I/O nets highlighted:
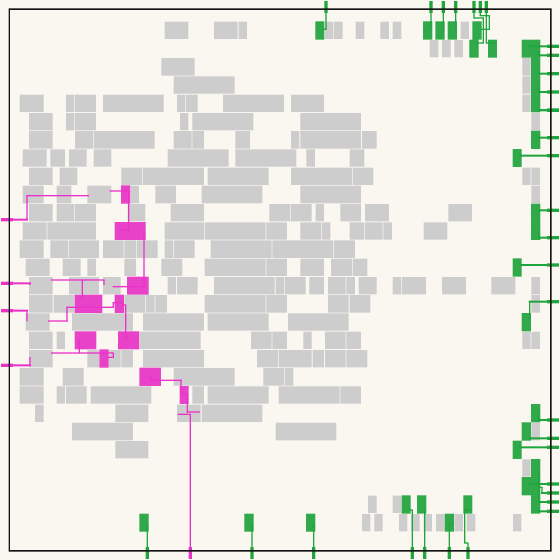
Wire density map:
The die is cut into 16 by 16 equal tiles; black is low, pale yellow is high, scaled to the fullest tile. Values are wire area over tile area, all layers added.
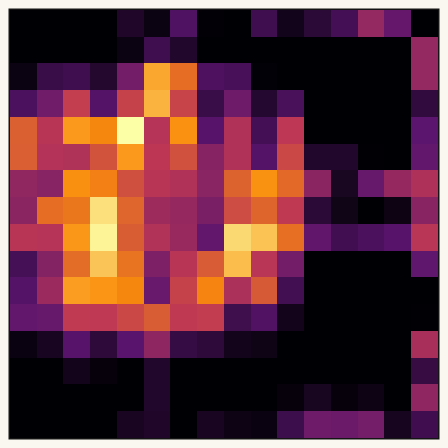
Register map, names as in the netlist:
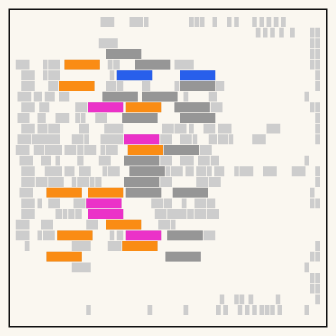
The metal 3 layer:
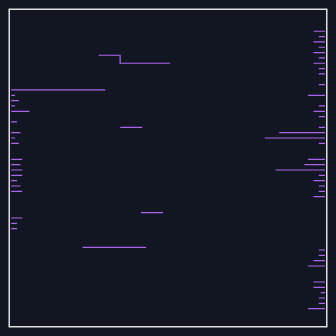
Placement view:
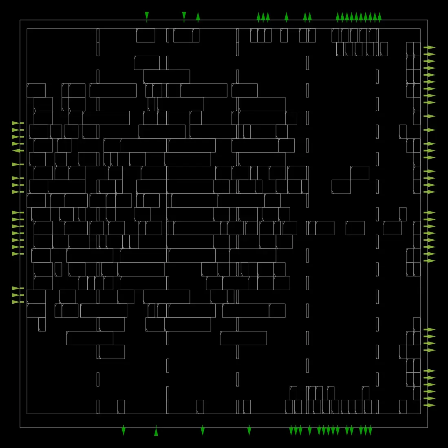
==> config.mk <==
export PLATFORM = sky130hd
export DESIGN_NAME = fwd_hazard_scoreboard_flat
export DESIGN_NICKNAME = d
export VERILOG_FILES = /design/src/rtl/fwd_hazard_if.sv /design/src/rtl/fwd_hazard_scoreboard.sv /design/src/flat_wrapper.sv
export SDC_FILE = /design/constraint.sdc
export NUM_CORES = 1
export LEC_CHECK = 0
export CAP_MARGIN = 20
export CELL_PAD_IN_SITES_DETAIL_PLACEMENT = 0
export CELL_PAD_IN_SITES_GLOBAL_PLACEMENT = 1
export CORE_UTILIZATION = 33
export CTS_CLUSTER_SIZE = 14
export DETAILED_ROUTE_END_ITERATION = 8
export PLACE_DENSITY = 0.88
export REMOVE_ABC_BUFFERS = 1
export SLEW_MARGIN = 10
export SYNTH_ARGS = -nofsm -noshare
export SYNTH_HDL_FRONTEND = slang
export SYNTH_SLANG_ARGS = --single-unit
==> constraint.sdc <==
create_clock -name clk -period 3.1 [get_ports clk]
set_input_delay 0.62 -clock clk [delete_from_list [all_inputs] [get_ports clk]]
set_output_delay 0.62 -clock clk [all_outputs]
set_load 0.01 [all_outputs]
==> src/rtl/fwd_hazard_if.sv <==
// Hazard-unit bus: ID-stage instruction fields in; EX bypass selects, ID stall and
// performance counters out. master = pipeline control, slave = fwd_hazard_scoreboard.
interface fwd_hazard_if #(
  parameter int RA_W  = 5,
  parameter int SEL_W = 3
);
  // id_valid qualifies the id_* fields in the cycle they are presented; there is no ready.
  // stall is the back-pressure: while stall=1 the ID instruction is not taken and must be held.
  logic             id_valid;
  logic [RA_W-1:0]  id_rs1;
  logic [RA_W-1:0]  id_rs2;
  logic [RA_W-1:0]  id_rd;
  logic             id_regwrite;
  logic             id_is_load;
  logic             flush;
  logic [SEL_W-1:0] fwd_sel1;
  logic [SEL_W-1:0] fwd_sel2;
  logic             stall;
  logic [31:0]      stall_cnt;
  logic [31:0]      fwd_cnt;

  modport master (
    output id_valid, id_rs1, id_rs2, id_rd, id_regwrite, id_is_load, flush,
    input  fwd_sel1, fwd_sel2, stall, stall_cnt, fwd_cnt
  );

  modport slave (
    input  id_valid, id_rs1, id_rs2, id_rd, id_regwrite, id_is_load, flush,
    output fwd_sel1, fwd_sel2, stall, stall_cnt, fwd_cnt
  );
endinterface

==> src/rtl/fwd_hazard_scoreboard.sv <==
// Forwarding / load-use hazard unit tracking DEPTH in-flight stages past ID (entry 1 = EX).
// Optional macro HAZ_PERF_CNT_EN adds stall and bypass event counters.
module fwd_hazard_scoreboard #(
  parameter int DEPTH    = 3,
  parameter int LD_STAGE = 3,
  parameter int RA_W     = 5,
  parameter int SEL_W    = 3
) (
  input logic         clk,
  input logic         rst,
  fwd_hazard_if.slave hz
);
  logic             v_q  [1:DEPTH];
  logic             v_d  [1:DEPTH];
  logic             wr_q [1:DEPTH];
  logic             wr_d [1:DEPTH];
  logic             ld_q [1:DEPTH];
  logic             ld_d [1:DEPTH];
  logic [RA_W-1:0]  rd_q [1:DEPTH];
  logic [RA_W-1:0]  rd_d [1:DEPTH];
  logic [RA_W-1:0]  rs1_q, rs1_d, rs2_q, rs2_d;
  logic [SEL_W-1:0] sel1, sel2;
  logic             found1, found2, hit1, hit2, need1, need2;
  logic             stall, issue;

  // Youngest producer in stages 2..DEPTH wins; a load not yet at LD_STAGE cannot bypass.
  always_comb begin : fwd_select
    sel1   = '0;
    sel2   = '0;
    found1 = 1'b0;
    found2 = 1'b0;
    for (int k = 2; k <= DEPTH; k++) begin
      if (!found1 && v_q[k] && wr_q[k] && rs1_q != '0 && rd_q[k] == rs1_q) begin
        found1 = 1'b1;
        sel1   = (ld_q[k] && k < LD_STAGE) ? '0 : SEL_W'(k);
      end
      if (!found2 && v_q[k] && wr_q[k] && rs2_q != '0 && rd_q[k] == rs2_q) begin
        found2 = 1'b1;
        sel2   = (ld_q[k] && k < LD_STAGE) ? '0 : SEL_W'(k);
      end
    end
    if (!v_q[1]) begin
      sel1 = '0;
      sel2 = '0;
    end
  end

  // Stall while the youngest producer of an ID source is a load that will still be
  // short of LD_STAGE when the ID instruction reaches EX next cycle.
  always_comb begin : load_use
    hit1  = 1'b0;
    hit2  = 1'b0;
    need1 = 1'b0;
    need2 = 1'b0;
    for (int k = 1; k <= DEPTH; k++) begin
      if (!hit1 && v_q[k] && wr_q[k] && hz.id_rs1 != '0 && rd_q[k] == hz.id_rs1) begin
        hit1  = 1'b1;
        need1 = ld_q[k] && (k + 1 < LD_STAGE);
      end
      if (!hit2 && v_q[k] && wr_q[k] && hz.id_rs2 != '0 && rd_q[k] == hz.id_rs2) begin
        hit2  = 1'b1;
        need2 = ld_q[k] && (k + 1 < LD_STAGE);
      end
    end
    stall = hz.id_valid && !hz.flush && (need1 || need2);
  end

  always_comb begin : next_table
    issue = hz.id_valid && !stall && !hz.flush;
    for (int k = 2; k <= DEPTH; k++) begin
      v_d[k]  = v_q[k-1];
      wr_d[k] = wr_q[k-1];
      ld_d[k] = ld_q[k-1];
      rd_d[k] = rd_q[k-1];
    end
    v_d[1]  = issue;
    wr_d[1] = issue && hz.id_regwrite;
    ld_d[1] = issue && hz.id_is_load;
    rd_d[1] = issue ? hz.id_rd  : '0;
    rs1_d   = issue ? hz.id_rs1 : '0;
    rs2_d   = issue ? hz.id_rs2 : '0;
  end

  always_ff @(posedge clk or negedge rst) begin
    if (!rst) begin
      for (int k = 1; k <= DEPTH; k++) begin
        v_q[k]  <= 1'b0;
        wr_q[k] <= 1'b0;
        ld_q[k] <= 1'b0;
        rd_q[k] <= '0;
      end
      rs1_q <= '0;
      rs2_q <= '0;
    end else begin
      for (int k = 1; k <= DEPTH; k++) begin
        v_q[k]  <= v_d[k];
        wr_q[k] <= wr_d[k];
        ld_q[k] <= ld_d[k];
        rd_q[k] <= rd_d[k];
      end
      rs1_q <= rs1_d;
      rs2_q <= rs2_d;
    end
  end

  assign hz.fwd_sel1 = sel1;
  assign hz.fwd_sel2 = sel2;
  assign hz.stall    = stall;

`ifdef HAZ_PERF_CNT_EN
  logic [31:0] stall_cnt_q, stall_cnt_d, fwd_cnt_q, fwd_cnt_d;

  always_comb begin : perf_next
    stall_cnt_d = stall_cnt_q + {31'd0, stall};
    fwd_cnt_d   = fwd_cnt_q + {31'd0, |sel1} + {31'd0, |sel2};
  end

  always_ff @(posedge clk or negedge rst) begin
    if (!rst) begin
      stall_cnt_q <= '0;
      fwd_cnt_q   <= '0;
    end else begin
      stall_cnt_q <= stall_cnt_d;
      fwd_cnt_q   <= fwd_cnt_d;
    end
  end

  assign hz.stall_cnt = stall_cnt_q;
  assign hz.fwd_cnt   = fwd_cnt_q;
`else
  assign hz.stall_cnt = 32'd0;
  assign hz.fwd_cnt   = 32'd0;
`endif
endmodule
==> src/flat_wrapper.sv <==
// flat-port wrapper written by rule: the top's interface ports become plain ports
module fwd_hazard_scoreboard_flat 
#(
  parameter int DEPTH    = 3,
  parameter int LD_STAGE = 3,
  parameter int RA_W     = 5,
  parameter int SEL_W    = 3
)
  (clk, rst, hz_id_valid, hz_id_rs1, hz_id_rs2, hz_id_rd, hz_id_regwrite, hz_id_is_load, hz_flush, hz_fwd_sel1, hz_fwd_sel2, hz_stall, hz_stall_cnt, hz_fwd_cnt);
  fwd_hazard_if #(.RA_W(RA_W), .SEL_W(SEL_W)) hz_i ();
  input logic clk;
  input logic rst;
  input wire logic [$bits(hz_i.id_valid)-1:0] hz_id_valid;
  input wire logic [$bits(hz_i.id_rs1)-1:0] hz_id_rs1;
  input wire logic [$bits(hz_i.id_rs2)-1:0] hz_id_rs2;
  input wire logic [$bits(hz_i.id_rd)-1:0] hz_id_rd;
  input wire logic [$bits(hz_i.id_regwrite)-1:0] hz_id_regwrite;
  input wire logic [$bits(hz_i.id_is_load)-1:0] hz_id_is_load;
  input wire logic [$bits(hz_i.flush)-1:0] hz_flush;
  output wire logic [$bits(hz_i.fwd_sel1)-1:0] hz_fwd_sel1;
  output wire logic [$bits(hz_i.fwd_sel2)-1:0] hz_fwd_sel2;
  output wire logic [$bits(hz_i.stall)-1:0] hz_stall;
  output wire logic [$bits(hz_i.stall_cnt)-1:0] hz_stall_cnt;
  output wire logic [$bits(hz_i.fwd_cnt)-1:0] hz_fwd_cnt;
  assign hz_i.id_valid = hz_id_valid;
  assign hz_i.id_rs1 = hz_id_rs1;
  assign hz_i.id_rs2 = hz_id_rs2;
  assign hz_i.id_rd = hz_id_rd;
  assign hz_i.id_regwrite = hz_id_regwrite;
  assign hz_i.id_is_load = hz_id_is_load;
  assign hz_i.flush = hz_flush;
  assign hz_fwd_sel1 = hz_i.fwd_sel1;
  assign hz_fwd_sel2 = hz_i.fwd_sel2;
  assign hz_stall = hz_i.stall;
  assign hz_stall_cnt = hz_i.stall_cnt;
  assign hz_fwd_cnt = hz_i.fwd_cnt;
  fwd_hazard_scoreboard #(.DEPTH(DEPTH), .LD_STAGE(LD_STAGE), .RA_W(RA_W), .SEL_W(SEL_W)) u_core (.clk(clk), .rst(rst), .hz(hz_i));
endmodule
==> run summary <==
number of global-route vias before repair -> 1,080
total setup buffers inserted after CTS -> 0
number of non-clock buffers in the layout -> 34
leakage power figure -> 1.07 nW
proportion of cell area occupied by multi-input gates -> 41.0%
DR DRC count -> 0
leading cell types by total area after synthesis -> dfrtp_1, buf_4, xnor2_1
overall die area -> 6490 um2
core region area -> 5920 um2
number of clock buffers in the layout -> 7
PnR worst setup slack -> 0.118 ns
number of multi-input combinational cells -> 161
post-synthesis cell type with the largest instance count -> buf_4
First DRT Iteration DRCs -> 19
result of the run -> completed
ordered cell list for the critical path -> clkdlybuf4s50_1 -> or4_1 -> o211ai_2 -> o22ai_4 -> and3_1 -> dlygate4sd2_1
number of antenna-violating nets in the routed design -> 0
setup skew after layout -> 0.00471 ns
Worst-path clk slew -> 0.06 ns
iteration count of the initial detailed-routing pass -> 4
total power per unit cell area -> 411 nW/um2
area share of the largest cell type after synthesis -> 40.5%
critical path class -> primary input to primary output
die extent in x -> 80.6 um
ratio of final minimum period to clock period -> 96.2%
antenna fix cells -> 0
worst-case reg-to-reg path depth -> 5
sum of met2 wire segment lengths after detailed routing -> 1.47 mm
clock tree cell share of total cell area -> 3.83%
CTS H-tree lvls -> 2
CTS root buf -> clkbuf_8
Syn Std Cell Area -> 2040 um2
Die Y -> 80.6 um
number of antenna violations at the first check in global routing -> 0
Congestion Overflow GR -> 0
maximum buffer depth of the clock tree -> 2
r2r startpoint -> u_core.rd_d[6]$_DFF_PN0_
fmax -> 335 MHz
Pins Over Slew Limit -> 0
sequential area share after synthesis -> 40.5%
leading register cell type out of synthesis -> dfrtp_1
-- 'I/O nets highlighted' (at the start) --
Key: green = hz_fwd_cnt [bits 32, direction output, end cells 32, buffers 0, wire 113 um]; magenta = hz_id_rs2 [bits 5, direction input, end cells 11, buffers 6, wire 126 um]
number of buffers added on ports: 25
number of top-level pins: 92

-- 'wire density map' (at the start) --
The densest ninth of the die: west. The fullest tile reaches 0.30. 33% of the tiles are nearly empty.
Final Routed Wirelength: 3.05 mm
routed via count: 1,215
average wire length per cell after detail routing: 9.77 um
GRT Overall Usage: 10.2%

-- 'register map, names as in the netlist' (at the start) --
Key: magenta = u_core.rs2_q [placed flops 5]; blue = u_core.ld_d [placed flops 2]; orange = u_core.rd_d [placed flops 10]
Sequential Area: 826 um2
power of the sequential group: 0.000464 W
Seq/total area: 36.6%
Final Core Density: 38.1%

-- 'the metal 3 layer' (at the start) --
The layer holds 7.0% of the routed length. The layer carries 212 um of wire. The longest straight run is 23.7 um. 56 nets have wire on it.
met3 track demand over resource: 3.41%

-- 'placement view' (at the start) --
tap cell instance count: 75
site row count: 28

-- registers in the layout (all words and copies together), names as in the netlist --
signal,flops
u_core.ld_d,2
u_core.rd_d,10
u_core.rd_q,5
u_core.rs1_q,5
u_core.rs2_q,5
u_core.v_d,2
u_core.v_q,1
u_core.wr_d,2
u_core.wr_q,1
-- kinds of logic (layout without fill, tap and decap cells) --
logic type / Yosys count / after routing / synth area share [%]
buffers and inverters: 73 / 43 / 26.0
multiplexers: 2 / 2 / 0.983
flip-flops: 33 / 33 / 40.5
AND-OR/OR-AND: 24 / 24 / 10.3
AND/OR/NAND/NOR: 41 / 41 / 9.89
XOR/XNOR: 28 / 28 / 12.0
other: 1 / 66 / 0.184
-- metal layers --
| layer | track usage [%] | vias to the layer above |
|---|---|---|
| met5 | 0 | - |
| met4 | 4.82 | 0 |
| met3 | 3.41 | 4 |
| met2 | 15.7 | 60 |
| met1 | 12.8 | 553 |
| li1 | - | 598 |
-- power by group --
part	total, W	internal [W]	switching [W]
Clock	0.000318	0.000176	0.000142
Sequential	0.000464	0.000448	0.0000163
Combinational	0.000145	0.0000605	0.0000848
-- metrics by stage --
step	total power, W	cell area [um2]	hold WS, ns	setup TNS (ns)
CTS	0.000937	2250	0.374	0
global route	0.000977	2250	0.382	0
global placement	0.000615	2170	0.350	-0.0393
detailed placement	0.000618	2170	0.360	-0.0491
floorplan	0.000559	1760	0.324	0
finish	0.000928	2250	0.374	0
-- cell usage in the layout, fill, tap and decap left out, types with 3 or more instances in the layout --
cell type,netlist,routed
xor2_1,7,7
a21oi_1,7,7
or4_1,3,3
conb_1,1,66
nand2_1,20,20
xnor2_1,21,21
buf_4,66,9
a21oi_2,9,9
clkdlybuf4s50_1,0,24
nor2_1,4,4
clkbuf_8,0,6
nand4_1,3,3
dfrtp_1,33,33
and3_1,3,3
No activity file was given, so power comes from the tool's default toggle rates.
